Fig. 1: run 1, cells by drive strength
(2 px per um)
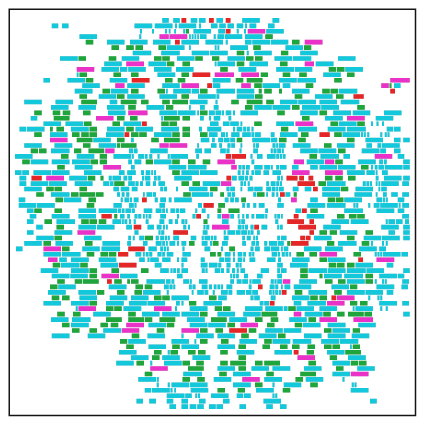
Fig. 2: run 1, gate families picked out
(2 px per um)
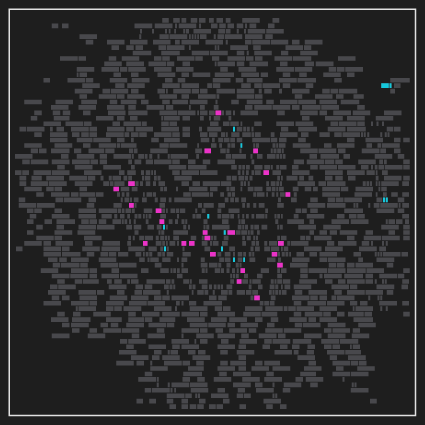
Fig. 3: run 1, track usage over the die
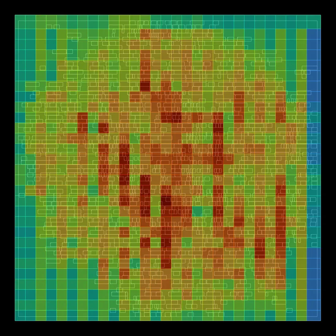
## config.mk

```make
export PLATFORM = sky130hd
export DESIGN_NAME = op_exec_unit_flat
export DESIGN_NICKNAME = d
export VERILOG_FILES = /design/src/rtl/op_exec_pkg.sv /design/src/rtl/op_exec_if.sv /design/src/rtl/op_exec_regfile.sv /design/src/rtl/op_exec_unit.sv /design/src/flat_wrapper.sv
export SDC_FILE = /design/constraint.sdc
export NUM_CORES = 1
export LEC_CHECK = 0
export CAP_MARGIN = 40
export CORE_MARGIN = 2
export CORE_UTILIZATION = 42
export CTS_CLUSTER_DIAMETER = 80
export DETAILED_ROUTE_END_ITERATION = 7
export HOLD_SLACK_MARGIN = 0.1
export SLEW_MARGIN = 15
export SYNTH_ARGS = -nofsm -noshare
export SYNTH_HDL_FRONTEND = slang
export SYNTH_HIERARCHICAL = 1
export SYNTH_SLANG_ARGS = --single-unit
```

## constraint.sdc

```tcl
create_clock -name clk -period 9.3 [get_ports clk]
set_input_delay 1.395 -clock clk [delete_from_list [all_inputs] [get_ports clk]]
set_output_delay 1.395 -clock clk [all_outputs]
set_load 0.01 [all_outputs]
```

## src/rtl/op_exec_pkg.sv

```systemverilog
// Shared definitions for the opcode execution unit.
//   - default widths for the unit parameters
//   - opcode encodings (OP_NOP .. OP_ADD); any other code is illegal
//   - result_t: one output beat {data, addr, err} at the default widths
package op_exec_pkg;

  localparam int DATA_W_DEF = 32'sd32;
  localparam int ADDR_W_DEF = 32'sd3;
  localparam int OP_W_DEF   = 32'sd8;
  localparam int ERR_W_DEF  = 32'sd8;

  localparam logic [7:0] OP_NOP  = 8'h00;
  localparam logic [7:0] OP_PASS = 8'h01;
  localparam logic [7:0] OP_SHR  = 8'h02;
  localparam logic [7:0] OP_SHL  = 8'h03;
  localparam logic [7:0] OP_INV  = 8'h04;
  localparam logic [7:0] OP_LOAD = 8'h05;
  localparam logic [7:0] OP_ADD  = 8'h06;

  typedef struct packed {
    logic [DATA_W_DEF-1:0] data;
    logic [ADDR_W_DEF-1:0] addr;
    logic                  err;
  } result_t;

endpackage

```

## src/rtl/op_exec_if.sv

```systemverilog
// Command / result bus of the opcode execution unit.
//   in_valid/in_ready   : command handshake (in_op, in_addr, in_data)
//   out_valid/out_ready : result handshake (out_data, out_addr, out_err)
//   err_cnt             : saturating count of illegal opcodes
// master = command driver / result consumer, slave = the execution unit.
interface op_exec_if #(
  parameter int DATA_W = 32'sd32,
  parameter int ADDR_W = 32'sd3,
  parameter int OP_W   = 32'sd8,
  parameter int ERR_W  = 32'sd8
);
  logic              in_valid;
  logic              in_ready;
  logic [OP_W-1:0]   in_op;
  logic [ADDR_W-1:0] in_addr;
  logic [DATA_W-1:0] in_data;
  logic              out_valid;
  logic              out_ready;
  logic [DATA_W-1:0] out_data;
  logic [ADDR_W-1:0] out_addr;
  logic              out_err;
  logic [ERR_W-1:0]  err_cnt;

  modport master (
    output in_valid, in_op, in_addr, in_data, out_ready,
    input  in_ready, out_valid, out_data, out_addr, out_err, err_cnt
  );

  modport slave (
    input  in_valid, in_op, in_addr, in_data, out_ready,
    output in_ready, out_valid, out_data, out_addr, out_err, err_cnt
  );
endinterface

```

## src/rtl/op_exec_regfile.sv

```systemverilog
// Register file for the opcode execution unit.
//   clk, rst   : clock, asynchronous active-high clear of every entry
//   rd_addr_i  : combinational read address -> rd_data_o
//   wr_en_i    : synchronous write of wr_data_i into entry wr_addr_i
module op_exec_regfile #(
  parameter int DATA_W = 32'sd32,
  parameter int ADDR_W = 32'sd3
) (
  input  logic              clk,
  input  logic              rst,
  input  logic [ADDR_W-1:0] rd_addr_i,
  output logic [DATA_W-1:0] rd_data_o,
  input  logic              wr_en_i,
  input  logic [ADDR_W-1:0] wr_addr_i,
  input  logic [DATA_W-1:0] wr_data_i
);
  localparam int DEPTH = 32'sd1 << ADDR_W;

  logic [DATA_W-1:0] mem_q [DEPTH];

  // Storage array: cleared on reset, one write per clock.
  always_ff @(posedge clk or posedge rst) begin
    if (rst) begin
      for (int i = 0; i < DEPTH; i++) begin
        mem_q[i] <= {DATA_W{1'b0}};
      end
    end else if (wr_en_i) begin
      mem_q[wr_addr_i] <= wr_data_i;
    end
  end

  // Read port sees the value before the current edge's write.
  assign rd_data_o = mem_q[rd_addr_i];

endmodule

```

## src/rtl/op_exec_unit.sv

```systemverilog
// Opcode execution unit: decodes an accepted command, updates the
// addressed register and returns the result through one registered,
// back-pressurable output stage.
//   clk, rst : clock, asynchronous active-high reset
//   cmd      : op_exec_if.slave - command in, result out, err_cnt
module op_exec_unit
  import op_exec_pkg::*;
#(
  parameter int DATA_W = DATA_W_DEF,
  parameter int ADDR_W = ADDR_W_DEF,
  parameter int OP_W   = OP_W_DEF,
  parameter int ERR_W  = ERR_W_DEF
) (
  input  logic      clk,
  input  logic      rst,
  op_exec_if.slave  cmd
);

  logic              accept_s;
  logic [DATA_W-1:0] rd_data_s;
  logic [DATA_W-1:0] exec_data_s;
  logic              exec_wr_s;
  logic              exec_err_s;
  logic              exec_emit_s;

  logic              out_valid_q, out_valid_d;
  logic [DATA_W-1:0] out_data_q,  out_data_d;
  logic [ADDR_W-1:0] out_addr_q,  out_addr_d;
  logic              out_err_q,   out_err_d;
  logic [ERR_W-1:0]  err_cnt_q,   err_cnt_d;

  // Single output slot: free when empty or being drained this cycle.
  assign cmd.in_ready = !out_valid_q || cmd.out_ready;
  assign accept_s     = cmd.in_valid && cmd.in_ready;

  op_exec_regfile #(
    .DATA_W (DATA_W),
    .ADDR_W (ADDR_W)
  ) u_regfile (
    .clk       (clk),
    .rst       (rst),
    .rd_addr_i (cmd.in_addr),
    .rd_data_o (rd_data_s),
    .wr_en_i   (accept_s && exec_wr_s),
    .wr_addr_i (cmd.in_addr),
    .wr_data_i (exec_data_s)
  );

  // Decode/execute of the presented command.
  always_comb begin
    exec_data_s = {DATA_W{1'b0}};
    exec_wr_s   = 1'b0;
    exec_err_s  = 1'b0;
    exec_emit_s = 1'b1;
    case (cmd.in_op)
      OP_W'(OP_NOP): begin
        exec_emit_s = 1'b0;
      end
      OP_W'(OP_PASS): begin
        exec_data_s = cmd.in_data;
        exec_wr_s   = 1'b1;
      end
      OP_W'(OP_SHR): begin
        exec_data_s = {1'b0, cmd.in_data[DATA_W-1:1]};
        exec_wr_s   = 1'b1;
      end
      OP_W'(OP_SHL): begin
        exec_data_s = {cmd.in_data[DATA_W-2:0], 1'b0};
        exec_wr_s   = 1'b1;
      end
      OP_W'(OP_INV): begin
        exec_data_s = ~cmd.in_data;
        exec_wr_s   = 1'b1;
      end
      OP_W'(OP_LOAD): begin
        exec_data_s = rd_data_s;
      end
      OP_W'(OP_ADD): begin
        exec_data_s = rd_data_s + cmd.in_data;
        exec_wr_s   = 1'b1;
      end
      default: begin
        exec_err_s = 1'b1;
      end
    endcase
  end

  // Next state of the output slot and the illegal-opcode counter.
  always_comb begin
    out_valid_d = out_valid_q;
    out_data_d  = out_data_q;
    out_addr_d  = out_addr_q;
    out_err_d   = out_err_q;
    err_cnt_d   = err_cnt_q;

    // A new beat wins over a drain so a simultaneous drain+accept keeps valid high.
    if (accept_s && exec_emit_s) begin
      out_valid_d = 1'b1;
      out_data_d  = exec_data_s;
      out_addr_d  = cmd.in_addr;
      out_err_d   = exec_err_s;
    end else if (cmd.out_ready) begin
      out_valid_d = 1'b0;
    end else begin
      out_valid_d = out_valid_q;
    end

    if (accept_s && exec_err_s && (err_cnt_q != {ERR_W{1'b1}})) begin
      err_cnt_d = err_cnt_q + {{(ERR_W-1){1'b0}}, 1'b1};
    end else begin
      err_cnt_d = err_cnt_q;
    end
  end

  // Output slot and counter registers.
  always_ff @(posedge clk or posedge rst) begin
    if (rst) begin
      out_valid_q <= 1'b0;
      out_data_q  <= {DATA_W{1'b0}};
      out_addr_q  <= {ADDR_W{1'b0}};
      out_err_q   <= 1'b0;
      err_cnt_q   <= {ERR_W{1'b0}};
    end else begin
      out_valid_q <= out_valid_d;
      out_data_q  <= out_data_d;
      out_addr_q  <= out_addr_d;
      out_err_q   <= out_err_d;
      err_cnt_q   <= err_cnt_d;
    end
  end

  assign cmd.out_valid = out_valid_q;
  assign cmd.out_data  = out_data_q;
  assign cmd.out_addr  = out_addr_q;
  assign cmd.out_err   = out_err_q;
  assign cmd.err_cnt   = err_cnt_q;

endmodule

```

## src/flat_wrapper.sv

```systemverilog
// flat-port wrapper written by rule: the top's interface ports become plain ports
module op_exec_unit_flat import op_exec_pkg::*;
#(
  parameter int DATA_W = DATA_W_DEF,
  parameter int ADDR_W = ADDR_W_DEF,
  parameter int OP_W   = OP_W_DEF,
  parameter int ERR_W  = ERR_W_DEF
)
  (clk, rst, cmd_in_valid, cmd_in_op, cmd_in_addr, cmd_in_data, cmd_out_ready, cmd_in_ready, cmd_out_valid, cmd_out_data, cmd_out_addr, cmd_out_err, cmd_err_cnt);
  op_exec_if #(.DATA_W(DATA_W), .ADDR_W(ADDR_W), .OP_W(OP_W), .ERR_W(ERR_W)) cmd_i ();
  input  logic clk;
  input  logic rst;
  input wire logic [$bits(cmd_i.in_valid)-1:0] cmd_in_valid;
  input wire logic [$bits(cmd_i.in_op)-1:0] cmd_in_op;
  input wire logic [$bits(cmd_i.in_addr)-1:0] cmd_in_addr;
  input wire logic [$bits(cmd_i.in_data)-1:0] cmd_in_data;
  input wire logic [$bits(cmd_i.out_ready)-1:0] cmd_out_ready;
  output wire logic [$bits(cmd_i.in_ready)-1:0] cmd_in_ready;
  output wire logic [$bits(cmd_i.out_valid)-1:0] cmd_out_valid;
  output wire logic [$bits(cmd_i.out_data)-1:0] cmd_out_data;
  output wire logic [$bits(cmd_i.out_addr)-1:0] cmd_out_addr;
  output wire logic [$bits(cmd_i.out_err)-1:0] cmd_out_err;
  output wire logic [$bits(cmd_i.err_cnt)-1:0] cmd_err_cnt;
  assign cmd_i.in_valid = cmd_in_valid;
  assign cmd_i.in_op = cmd_in_op;
  assign cmd_i.in_addr = cmd_in_addr;
  assign cmd_i.in_data = cmd_in_data;
  assign cmd_i.out_ready = cmd_out_ready;
  assign cmd_in_ready = cmd_i.in_ready;
  assign cmd_out_valid = cmd_i.out_valid;
  assign cmd_out_data = cmd_i.out_data;
  assign cmd_out_addr = cmd_i.out_addr;
  assign cmd_out_err = cmd_i.out_err;
  assign cmd_err_cnt = cmd_i.err_cnt;
  op_exec_unit #(.DATA_W(DATA_W), .ADDR_W(ADDR_W), .OP_W(OP_W), .ERR_W(ERR_W)) u_core (.clk(clk), .rst(rst), .cmd(cmd_i));
endmodule
```

==> impl_metrics.json, run 1 <==
{
  "status": "completed",
  "drv_cap": 0,
  "num-nets-final": 1471,
  "fin_crit_ps": 5700,
  "post-cts-setup-buffer-count": 0,
  "synth_cells": 1302,
  "warnings": 28,
  "routabilityCongestion": 0.878,
  "xor_area_share_pct": 1.85,
  "finalInstanceArea_um2": 19100,
  "synth_area_leader_cell": "dfrtp_1",
  "num-fill-cells": 3463,
  "drt-vias-per-instance": 5.91,
  "holdPathEnd": "u_core/cmd.out_data[22]",
  "htree_levels": 2,
  "hold_viol": 0,
  "slew_violations": 0,
  "finalSetupViolCount": 0,
  "postCtsHoldBufs": 0,
  "top_logic_kind": "multiplexers",
  "synth_flops": 301,
  "clock-sinks": 301,
  "vias": 11400,
  "synthAdderAreaFrac_pct": 2.54,
  "cp_max_fo": 47,
  "vdd_drop_max_mv": 0.0988,
  "edf_count": 0,
  "ctsResizeCount": 0,
  "grt_max_degree": 114,
  "top_cell": "dfrtp_1",
  "r2r-start": "u_core/u_regfile/mem_q[96]",
  "worst_path_largest_cell_delay_ps": 560,
  "async_flop_share_pct": 100,
  "totalWireLength_mm": 44.6,
  "r2r_cells": 13,
  "drtIter0Drc": 709,
  "maxSlewHeadroom_pct": 38.2,
  "setup_tns_ps": 0,
  "cp_slowest_cell": "buf_4",
  "cp.required_ps": 9770,
  "topCellsByArea": "dfrtp_1, mux2_2, mux4_1",
  "boundaryPins": 93,
  "drive_gt1_share_pct": 31.6,
  "cp-startpoint": "cmd_in_addr[0]",
  "fin_crit_sh_pct": 61.3
}
Notes on Fig. 1 above:
- x2: green (cells 339)
- x1 and smaller: cyan (cells 964)
- x3 and x4: red (cells 50)
- x6 and larger: magenta (cells 57)

Notes on Fig. 2 above:
- non-inverting ao/oa cells: magenta (cells 23; most used a21o_1; where centre)
- inv cells: cyan (cells 13; most used inv_1)
Finished Layout Cells: 1928
most frequent logic cell in the layout: dfrtp_1
logic share of the area: 44.3%

Notes on Fig. 3 above:
met3 Use GR: 3.81%
Avg WL per Cell: 23.2 um
M2 GR Usage: 35.7%
grt met1 use: 30.5%
total global-route track usage: 22.1%

-- run 1: critical path: cells and delay by family --
kind | cells | cell delay (ps)
buffers and inverters | 2 | 1080
adders and majority gates | 1 | 440
muxes | 3 | 1020
AOI/OAI and AO/OA | 7 | 2110
xor gates and xnor gates | 1 | 100
-- run 1: cell usage in the layout, fill, tap and decap left out, types with 9 or more instances in the layout --
cell,netlist,layout
a22oi_1,11,11
o21ai_0,50,50
clkdlybuf4s50_1,0,89
nor2_1,54,53
buf_4,15,29
dfrtp_1,301,301
mux4_1,36,36
a21oi_1,45,45
mux2_1,9,9
nand2_1,121,121
clkbuf_16,0,37
mux4_2,24,24
xnor2_1,21,21
buf_2,22,10
ha_1,32,32
inv_1,11,9
mux2_2,289,289
nand3_1,19,19
xor2_1,14,14
nor3_1,13,13
-- run 1: layout make-up --
cell class	instances	area, um^2	area share (%)
Clock inverter	4	30.0	0.157
Clock buffer	52	1060	5.55
Sequential cell	301	7530	39.4
Tap cell	518	648	3.39
Inverter	13	56.3	0.294
Timing Repair Buffer	137	1330	6.96
Multi-Input combinational cell	903	8480	44.3
-- run 1: registers in the layout (all words and copies together) (netlist names) --
name,count
u_core/u_regfile/mem_q,256
u_core/cmd.out_data,32
u_core/cmd.err_cnt,8
u_core/cmd.out_addr,3
u_core/cmd.out_err,1
u_core/cmd.out_valid,1
-- run 1: layer usage --
metal / track usage (%) / vias to the layer above / routed length (um)
met5: 0 / - / 0
met4: 6.99 / 0 / 1160
met3: 3.81 / 77 / 2200
met2: 35.7 / 350 / 20800
met1: 30.5 / 5887 / 20500
li1: - / 5085 / -
-- run 1: where the power goes --
part	total (W)	switching [W]	internal, W
registers	0.00136	0.0000247	0.00134
clock network	0.00132	0.000530	0.000786
logic	0.000305	0.000172	0.000133
total	0.00299	0.000727	0.00226
Fig. 4: run 1, signal wires on met3
(1.5 px per um)
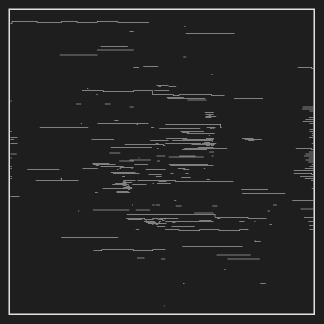

--- run 2 (diff from run 1) ---
==> constraint.sdc (replaced) <==
create_clock -name clk -period 5.02 [get_ports clk]
set_input_delay 0.753 -clock clk [delete_from_list [all_inputs] [get_ports clk]]
set_output_delay 0.753 -clock clk [all_outputs]
set_load 0.01 [all_outputs]
Fig. 5: run 2, signal wires on met3
(1.5 px per um)
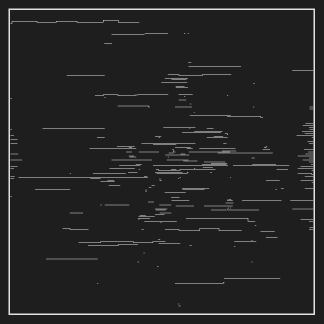
- main direction: horizontal
- wire length on this layer: 2230 um
- nets with wire on the layer: 131
- longest straight run: 86.0 um
- share of all routed wire: 5.0%

Fig. 6: run 2, met2 routing
(1.5 px per um) Cells faint in the background.
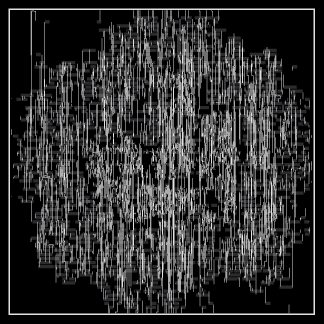
- share of all routed wire: 47%
- nets with wire on the layer: 1334
- longest straight run: 101 um

Fig. 7: run 2, gate families picked out
(2 px per um)
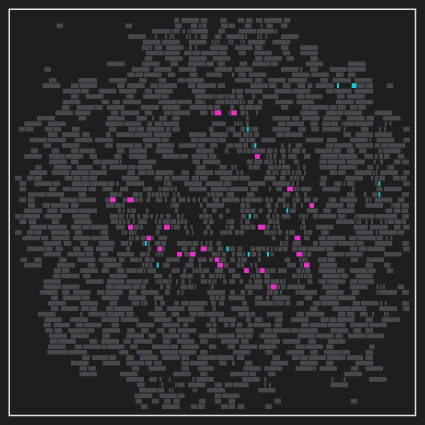
- inv cells: cyan (cells 13; most used inv_1)
- non-inverting ao/oa cells: magenta (cells 23; most used a21o_1; where centre)

==> impl_metrics.json, run 2 <==
{
  "status": "completed",
  "holdPathEnd": "u_core/cmd.out_data[15]",
  "top_layer": "met4",
  "wl_met3_mm": 2.23,
  "largest_reg_flops": 256,
  "finalSetupViolCount": 0,
  "r2r_cells": 13,
  "grt_max_degree": 113,
  "finalInstanceArea_um2": 19400,
  "post-cts-setup-buffer-count": 0,
  "drtIter0Drc": 826,
  "totalWireLength_mm": 44.6,
  "edf_count": 0,
  "wl_met1_mm": 20.2,
  "drv_cap": 0,
  "cp_max_fo": 18,
  "r2r-start": "u_core/u_regfile/mem_q[192]",
  "maxSlewHeadroom_pct": 39.9,
  "topCellsByArea": "dfrtp_1, mux2_2, mux4_1",
  "synth_cells": 1302,
  "htree_levels": 2,
  "final_cells": 1955,
  "drt-vias-per-instance": 5.84,
  "top_usage_layer": "met2",
  "layout_top_cell": "dfrtp_1",
  "fin_crit_sh_pct": 89.1,
  "largest-register": "u_core/u_regfile/mem_q",
  "cp.required_ps": 5490,
  "boundaryPins": 93,
  "vdd_drop_max_mv": 0.186,
  "postCtsHoldBufs": 0,
  "grtUsageMet1_pct": 30.5,
  "routabilityCongestion": 0.919,
  "drive_gt1_share_pct": 33.0,
  "async_flop_share_pct": 100,
  "vias": 11400,
  "warnings": 30,
  "wl_met2_mm": 21.1,
  "num-nets-final": 1494,
  "slew_violations": 0
}
run 2: worst max-delay path, cell delays in order:
cell	delay, ps
buf_4	170
buf_4	340
mux4_1	590
mux2_2	290
ha_1	360
a21oi_2	170
o22ai_1	150
o311ai_2	430
o2111ai_1	220
a41oi_1	400
o21ai_1	140
xnor2_1	140
o22ai_1	500
mux2_2	270
run 2: how the worst max path moves through the flow:
stage / from / endpoint / slack (ps) / cells past startpoint
final: cmd_in_addr[2] / u_core/u_regfile/mem_q[216] / 550 / 14
after global routing: cmd_in_addr[2] / u_core/u_regfile/mem_q[216] / 190 / 14
after CTS: cmd_in_addr[2] / u_core/u_regfile/mem_q[184] / 550 / 14
after detailed placement: cmd_in_addr[2] / u_core/u_regfile/mem_q[216] / -10 / 14
after global placement: cmd_in_addr[2] / u_core/cmd.out_data[24] / 7 / 14
after floorplan: cmd_in_addr[2] / u_core/cmd.out_data[26] / 500 / 15
run 2: cell families (layout without fill, tap and decap cells):
| kind of cell | after synthesis | count (layout) | share of synthesized area (%) |
|---|---|---|---|
| xor gates and xnor gates | 35 | 35 | 1.85 |
| adders and majority gates | 33 | 33 | 2.54 |
| muxes | 376 | 376 | 30.9 |
| and+or+nand+nor | 258 | 258 | 7.33 |
| buffers and inverters | 98 | 233 | 3.48 |
| AOI/OAI and AO/OA | 201 | 201 | 8.30 |
| DFF | 301 | 301 | 45.6 |
run 2: final cells by class:
cell class / instances / area [um^2]
Fill cell: 3413 / 19400
Clock inverter: 9 / 111
Inverter: 13 / 52.6
Clock buffer: 51 / 1060
Multi-Input combinational cell: 903 / 8480
Sequential cell: 301 / 7530
Tap cell: 518 / 648
Timing Repair Buffer: 160 / 1500
run 2: power breakdown:
part	switching, W	internal [W]
sequential	0.0000460	0.00248
combinational	0.000321	0.000252
clock	0.00102	0.00157
--- run 3 (diff from run 2) ---
--- a/config.mk
+++ b/config.mk
@@ -11,6 +11,7 @@
 export CTS_CLUSTER_DIAMETER = 80
 export DETAILED_ROUTE_END_ITERATION = 7
 export HOLD_SLACK_MARGIN = 0.1
+export SKIP_CTS_REPAIR_TIMING = 1
 export SLEW_MARGIN = 15
 export SYNTH_ARGS = -nofsm -noshare
 export SYNTH_HDL_FRONTEND = slang
Fig. 8: run 3, track usage over the die
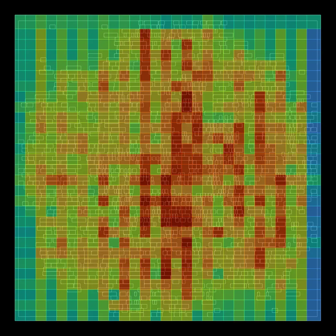
Avg WL per Cell: 22.8 um
grt met1 use: 30.5%
M2 GR Usage: 36.3%
Util after Layout: 50.0%
total global-route track usage: 22.3%

Fig. 9: run 3, gate families picked out
(2 px per um)
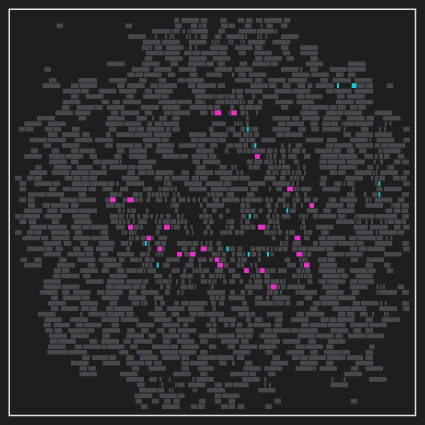
- inv cells: cyan (cells 13; most used inv_1)
- non-inverting ao/oa cells: magenta (cells 23; most used a21o_1; where centre)
logic share of the area: 43.7%
Finished Layout Cells: 1955

==> impl_metrics.json, run 3 <==
{
  "power.internal_w": 0.00430,
  "swShare_pct": 24.3,
  "cp.required_ps": 5490,
  "p_seq_w": 0.00253,
  "synth_flops": 301,
  "xor_area_share_pct": 1.85,
  "fin_crit_ps": 4470,
  "routabilityCongestion": 0.919,
  "pg_clk_w": 0.00258,
  "vdd_drop_max_mv": 0.186,
  "drive_gt1_share_pct": 33.0,
  "top_logic_kind": "multiplexers",
  "setup_tns_ps": 0,
  "htree_levels": 2,
  "largest-register": "u_core/u_regfile/mem_q",
  "cp-startpoint": "cmd_in_addr[2]",
  "fin_crit_sh_pct": 89.1,
  "synthAdderAreaFrac_pct": 2.54,
  "drv_cap": 0,
  "slew_violations": 0,
  "layout_top_cell": "dfrtp_1",
  "r2r-start": "u_core/u_regfile/mem_q[192]",
  "top_power_group": "the clock network",
  "synth_area_leader_cell": "dfrtp_1",
  "finalSetupViolCount": 0,
  "hold_viol": 0,
  "status": "completed",
  "vias": 11400,
  "r2r_cells": 13,
  "warnings": 30,
  "maxSlewHeadroom_pct": 39.9,
  "grt_max_degree": 113,
  "drtIter0Drc": 826,
  "totalWireLength_mm": 44.6,
  "p_sw_w": 0.00138
}
Fig. 10: run 3, cells by drive strength
(2 px per um)
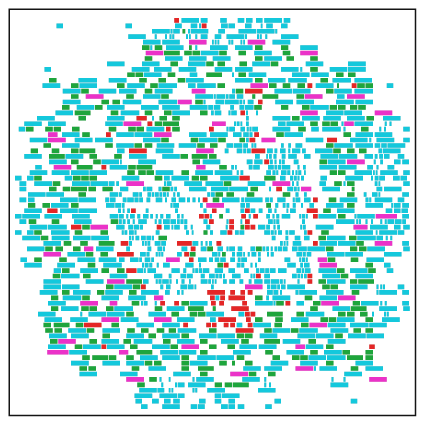
- x2: green (cells 334)
- x1 and smaller: cyan (cells 963)
- x6 and larger: magenta (cells 55)
- x3 and x4: red (cells 85)
Final Worst Setup Slack: 548 ps
Final Instance Area: 19400 um^2
synth-to-layout area growth: 17.2%

run 3: cell counts after synthesis:
Identical to the previous run, type by type.
run 3: worst min path at each step:
stage / depth (start not counted) / start / endpoint
2_1_floorplan: 1 / u_core/u_regfile/mem_q[106] / u_core/u_regfile/mem_q[106]
3_3_place_gp: 2 / u_core/cmd.out_data[14] / u_core/cmd.out_data[14]
3_5_place_dp: 2 / u_core/cmd.out_data[14] / u_core/cmd.out_data[14]
4_1_cts: 2 / u_core/cmd.out_data[14] / u_core/cmd.out_data[14]
5_1_grt: 2 / u_core/cmd.out_data[12] / u_core/cmd.out_data[12]
6_report: 2 / u_core/cmd.out_data[15] / u_core/cmd.out_data[15]
run 3: layer usage:
layer / vias to the layer above / global-route usage, % / part of all wire, %
met5: - / 0 / 0
met2: 325 / 36.3 / 47
met3: 75 / 4.05 / 5.0
met1: 5890 / 30.5 / 45
li1: 5118 / - / -
met4: 0 / 7.04 / 2.6
run 3: cell type report:
class / count / area (um^2)
timing repair buffer: 160 / 1500
fill: 3413 / 19400
inverter: 13 / 52.6
sequential: 301 / 7530
clock buffer: 51 / 1060
multi-input combinational: 903 / 8480
clock inverter: 9 / 111
tap: 518 / 648
run 3: metrics by stage:
step,hold slack (ps),setup slack [ps],instances
2_1_floorplan,449,495,1302
3_3_place_gp,449,6.85,1892
3_5_place_dp,461,-12.6,1895
4_1_cts,475,553,1955
5_1_grt,497,193,1955
6_report,465,548,1955
run 3: critical path: stages:
cell and delay, ps:
buf_4 170, buf_4 340, mux4_1 590, mux2_2 290
ha_1 360, a21oi_2 170, o22ai_1 150, o311ai_2 430
o2111ai_1 220, a41oi_1 400, o21ai_1 140, xnor2_1 140
o22ai_1 500, mux2_2 270
No activity file was given, so power comes from the tool's default toggle rates.
